==> config.mk <==
export PLATFORM = sky130hd
export DESIGN_NAME = pcie_tx_arbiter
export DESIGN_NICKNAME = d
export VERILOG_FILES = /design/src/rtl/pcie_tx_arb_pkg.sv /design/src/rtl/rr_picker.sv /design/src/rtl/pcie_tx_arbiter.sv
export SDC_FILE = /design/constraint.sdc
export NUM_CORES = 1
export LEC_CHECK = 0
export CAP_MARGIN = 25
export CORE_AREA = 2 2 145 147
export DETAILED_ROUTE_END_ITERATION = 16
export DIE_AREA = 0 0 147 149
export GPL_TIMING_DRIVEN = 1
export PLACE_DENSITY = 0.59
export SYNTH_ARGS = -nofsm -noshare
export SYNTH_HDL_FRONTEND = slang
export SYNTH_SLANG_ARGS = --single-unit
==> constraint.sdc <==
create_clock -name user_clk -period 2.6 [get_ports user_clk]
set_clock_uncertainty 0.15 [all_clocks]
set_input_delay 0.78 -clock user_clk [delete_from_list [all_inputs] [get_ports user_clk]]
set_output_delay 0.78 -clock user_clk [all_outputs]
set_load 0.01 [all_outputs]
==> src/rtl/pcie_tx_arb_pkg.sv <==
// Shared types and constants for the PCIe transmit arbiter.
package pcie_tx_arb_pkg;

  localparam int unsigned TUSER_W    = 4;
  localparam int unsigned PKT_CNT_W  = 32;
  localparam int unsigned DROP_CNT_W = 16;

  typedef enum logic [1:0] {
    IDLE = 2'd0,
    PKT  = 2'd1,
    CFG  = 2'd2
  } arb_state_e;

endpackage

==> src/rtl/rr_picker.sv <==
// Combinational round-robin picker: first requester after 'last', wrapping.
module rr_picker #(
  parameter  int unsigned NUM_SRC = 3,
  localparam int unsigned IDX_W   = $clog2(NUM_SRC)
) (
  input  logic [NUM_SRC-1:0] req,
  input  logic [IDX_W-1:0]   last,
  output logic               valid,
  output logic [IDX_W-1:0]   idx
);

  logic [IDX_W-1:0] cand;

  // Scan offsets 1..NUM_SRC from the last winner; keep the first hit.
  always_comb begin
    valid = 1'b0;
    idx   = '0;
    cand  = '0;
    for (int unsigned off = 1; off <= NUM_SRC; off++) begin
      cand = IDX_W'((32'(last) + off) % NUM_SRC);
      if (req[cand] && !valid) begin
        valid = 1'b1;
        idx   = cand;
      end
    end
  end

endmodule

==> src/rtl/pcie_tx_arbiter.sv <==
// Packet-level round-robin arbiter onto the PCIe core's AXI-Stream TX port.
module pcie_tx_arbiter
  import pcie_tx_arb_pkg::*;
#(
  parameter  int unsigned NUM_SRC    = 3,
  parameter  int unsigned DATA_WIDTH = 64,
  parameter  int unsigned KEEP_WIDTH = DATA_WIDTH / 8,
  parameter  logic [5:0]  MIN_BUF_AV = 6'd2,
  localparam int unsigned IDX_W      = $clog2(NUM_SRC)
) (
  input  logic                          user_clk,
  input  logic                          user_reset,
  input  logic [NUM_SRC*DATA_WIDTH-1:0] src_tdata,
  input  logic [NUM_SRC*KEEP_WIDTH-1:0] src_tkeep,
  input  logic [NUM_SRC*TUSER_W-1:0]    src_tuser,
  input  logic [NUM_SRC-1:0]            src_tlast,
  input  logic [NUM_SRC-1:0]            src_tvalid,
  output logic [NUM_SRC-1:0]            src_tready,
  output logic [DATA_WIDTH-1:0]         m_tdata,
  output logic [KEEP_WIDTH-1:0]         m_tkeep,
  output logic [TUSER_W-1:0]            m_tuser,
  output logic                          m_tlast,
  output logic                          m_tvalid,
  input  logic                          m_tready,
  input  logic [5:0]                    tx_buf_av,
  input  logic                          tx_cfg_req,
  output logic                          tx_cfg_gnt,
  input  logic                          tx_err_drop,
  output logic [IDX_W-1:0]              grant_id,
  output logic                          busy,
  output logic [PKT_CNT_W-1:0]          pkt_count,
  output logic [DROP_CNT_W-1:0]         drop_count
);

  arb_state_e             state_q, state_d;
  logic [IDX_W-1:0]       grant_id_q, grant_id_d;
  logic [IDX_W-1:0]       last_grant_q, last_grant_d;
  logic [PKT_CNT_W-1:0]   pkt_count_q, pkt_count_d;
  logic [DROP_CNT_W-1:0]  drop_count_q, drop_count_d;
  logic                   tx_cfg_gnt_q, tx_cfg_gnt_d;
  logic                   busy_q, busy_d;

  logic                   pick_valid;
  logic [IDX_W-1:0]       pick_idx;
  logic                   sel_tvalid;
  logic                   in_pkt;
  logic                   pkt_end;

  rr_picker #(.NUM_SRC(NUM_SRC)) u_picker (
    .req   (src_tvalid),
    .last  (last_grant_q),
    .valid (pick_valid),
    .idx   (pick_idx)
  );

  // Route the granted source to the core and the core's ready back to it.
  always_comb begin
    in_pkt     = (state_q == PKT);
    m_tdata    = '0;
    m_tkeep    = '0;
    m_tuser    = '0;
    m_tlast    = 1'b0;
    sel_tvalid = 1'b0;
    src_tready = '0;
    for (int unsigned i = 0; i < NUM_SRC; i++) begin
      if (grant_id_q == IDX_W'(i)) begin
        m_tdata       = src_tdata[i*DATA_WIDTH +: DATA_WIDTH];
        m_tkeep       = src_tkeep[i*KEEP_WIDTH +: KEEP_WIDTH];
        m_tuser       = src_tuser[i*TUSER_W +: TUSER_W];
        m_tlast       = src_tlast[i];
        sel_tvalid    = src_tvalid[i];
        src_tready[i] = in_pkt & m_tready;
      end
    end
    m_tvalid = in_pkt & sel_tvalid;
    pkt_end  = m_tvalid & m_tready & m_tlast;
  end

  // Next-state: config requests win in IDLE, grants hold until tlast.
  always_comb begin
    state_d      = state_q;
    grant_id_d   = grant_id_q;
    last_grant_d = last_grant_q;
    pkt_count_d  = pkt_count_q;
    drop_count_d = drop_count_q;
    unique case (state_q)
      IDLE: begin
        if (tx_cfg_req) begin
          state_d = CFG;
        end else if (pick_valid && (tx_buf_av >= MIN_BUF_AV)) begin
          grant_id_d = pick_idx;
          state_d    = PKT;
        end
      end
      PKT: begin
        if (pkt_end) begin
          last_grant_d = grant_id_q;
          pkt_count_d  = pkt_count_q + PKT_CNT_W'(1);
          state_d      = IDLE;
        end
      end
      CFG: begin
        if (!tx_cfg_req) state_d = IDLE;
      end
      default: state_d = IDLE;
    endcase
    if (tx_err_drop && (drop_count_q != '1)) begin
      drop_count_d = drop_count_q + DROP_CNT_W'(1);
    end
    tx_cfg_gnt_d = (state_d == CFG);
    busy_d       = (state_d == PKT);
  end

  // State and counter registers.
  always_ff @(posedge user_clk or posedge user_reset) begin
    if (user_reset) begin
      state_q      <= IDLE;
      grant_id_q   <= '0;
      last_grant_q <= IDX_W'(NUM_SRC - 1);
      pkt_count_q  <= '0;
      drop_count_q <= '0;
      tx_cfg_gnt_q <= 1'b0;
      busy_q       <= 1'b0;
    end else begin
      state_q      <= state_d;
      grant_id_q   <= grant_id_d;
      last_grant_q <= last_grant_d;
      pkt_count_q  <= pkt_count_d;
      drop_count_q <= drop_count_d;
      tx_cfg_gnt_q <= tx_cfg_gnt_d;
      busy_q       <= busy_d;
    end
  end

  assign grant_id   = grant_id_q;
  assign tx_cfg_gnt = tx_cfg_gnt_q;
  assign busy       = busy_q;
  assign pkt_count  = pkt_count_q;
  assign drop_count = drop_count_q;

endmodule

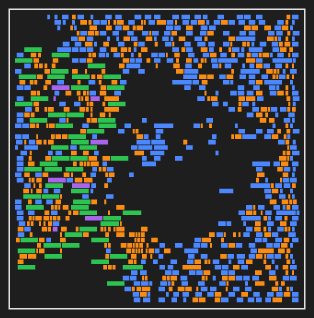
class_map.png
Drawn at 2 px/um.
legend:
  purple:
    class: clock drivers and dummy loads
    cells: 8
  orange:
    class: remaining logic cells
    cells: 424
  green:
    class: registers
    cells: 56
  blue:
    class: remaining buffers and delay cells
    cells: 436

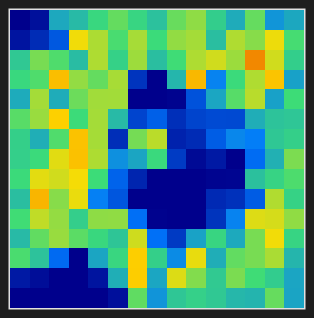
util_map.png
Drawn at 2 px/um. 15 x 15 tiles, from dark blue (low) to red (high), 0 to 100% covered.
nearly empty tiles: 12%
densest ninth of the die: middle left
tiles over 75% full: 4.4%
fullest tile: 85%
final standard cell utilization of the core: 0.449
Init Core Util: 0.206
core footprint: 20600 um2

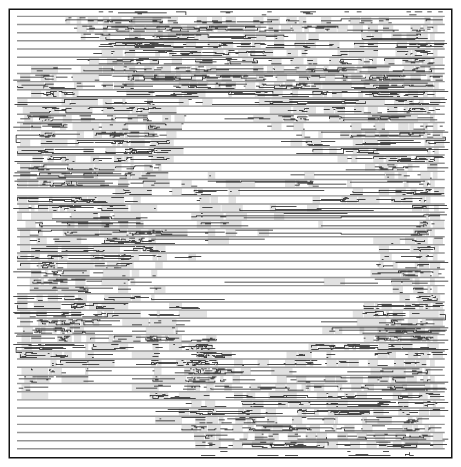
m1.png
Drawn at 3 px/um. Supply wires on this layer in grey.
wire length on this layer: 9520 um
main direction: horizontal
nets with wire on the layer: 1024
longest straight run: 75.9 um
DR vias: 5329
grt met1 use: 0.245

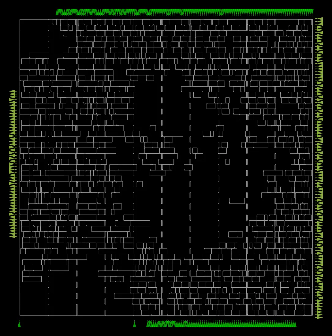
placed.png
sequential cells: 56
non-filler cells in the finished layout: 1201
# fillers: 2028
Seq area share: 0.153
inserted tap cell count: 275

-- cells in the mapped netlist, drive strengths merged --
| master | instances | area (um2) |
|---|---|---|
| a2111oi | 1 | 8.76 |
| a211oi | 2 | 15.0 |
| a21bo | 2 | 20.0 |
| a21o | 1 | 7.51 |
| a21oi | 4 | 20.0 |
| a2bb2oi | 1 | 8.76 |
| a31oi | 1 | 6.26 |
| and2 | 1 | 6.26 |
| and3 | 7 | 43.8 |
| and4 | 4 | 35.0 |
| buf | 6 | 27.5 |
| clkbuf | 25 | 93.8 |
| dfrtp | 55 | 1380 |
| dfstp | 1 | 26.3 |
| ha | 5 | 62.6 |
| inv | 14 | 52.6 |
| mux2 | 2 | 22.5 |
| mux2i | 79 | 791 |
| nand2 | 97 | 364 |
| nand2b | 1 | 6.26 |
| nand3 | 22 | 110 |
| nand3b | 1 | 7.51 |
| nand4 | 14 | 87.6 |
| nor2 | 9 | 33.8 |
| nor2b | 4 | 25.0 |
| nor3 | 7 | 35.0 |
| nor3b | 2 | 15.0 |
| nor4 | 6 | 43.8 |
| o21ai | 83 | 415 |
| o22a | 2 | 17.5 |
| o22ai | 1 | 6.26 |
| o2bb2ai | 1 | 8.76 |
| o311ai | 1 | 8.76 |
| o32ai | 1 | 8.76 |
| or2 | 1 | 6.26 |
| or4 | 2 | 18.8 |
| xnor2 | 32 | 280 |
| xor2 | 13 | 114 |
-- logic make-up (layout without fill, tap and decap cells) --
kind of cell             count (synthesis)  count (layout)
XOR/XNOR                                45              45
flip-flops                              56              56
AND-OR/OR-AND                          101             101
multiplexers                            81              81
buffers and inverters                   45             458
adder cells (fa/ha/maj)                  5               5
AND/OR/NAND/NOR                        178             178
other                                    0               2
==> impl_metrics.py <==
# Metrics from the implementation run
metrics = {
    "status": {
        "outcome": "complete, but fails checks",
        "failed_checks": "setup timing",
    },
    "power": {
        "top_power_group": "combinational logic",
        "powerComb_mw": 4.99,
        "clockPowerShare": 0.101,
    },
    "detailed_routing": {
        "drc": 0,
        "vias_per_cell": 4.44,
        "routed_wirelength_um": 22200,
        "wire_per_inst_um": 18.5,
    },
    "cells_and_area": {
        "final_layout_size_suffix_gt1_frac": 0.250,
        "largest_reg_flops": 32,
        "top_logic_cell_by_instance_count_in_the_layout": "clkdlybuf4s50_1",
        "num-nonclk-inverters": 14,
        "clockBufferCount": 7,
        "area_dominant_class": "non-clock buffers",
        "nMultiInputCombCells": 410,
    },
    "global_route": {
        "number_of_antenna_violations_at_the_first_check_in_global_routing": 5,
        "grt.overflow.total": 0,
    },
    "worst_setup_path": {
        "cp.depth": 7,
        "endpoint_kind": "primary output",
    },
    "final_timing": {
        "grt_setup_unrepaired": "yes",
        "fin_hold_ws_ns": 0.330,
        "report.final.setup_viol": 45,
        "final_critical_path_setup_slack_ns": -0.0686,
    },
    "logic_synthesis": {
        "total_cell_area_reported_by_yosys_after_synthesis_um2": 4240,
    },
    "floorplan": {
        "std_cell_rows": 53,
    },
    "worst_hold_path": {
        "worstHoldPathType": "reg2reg",
    },
}
Power is estimated from default activity; no workload was simulated.
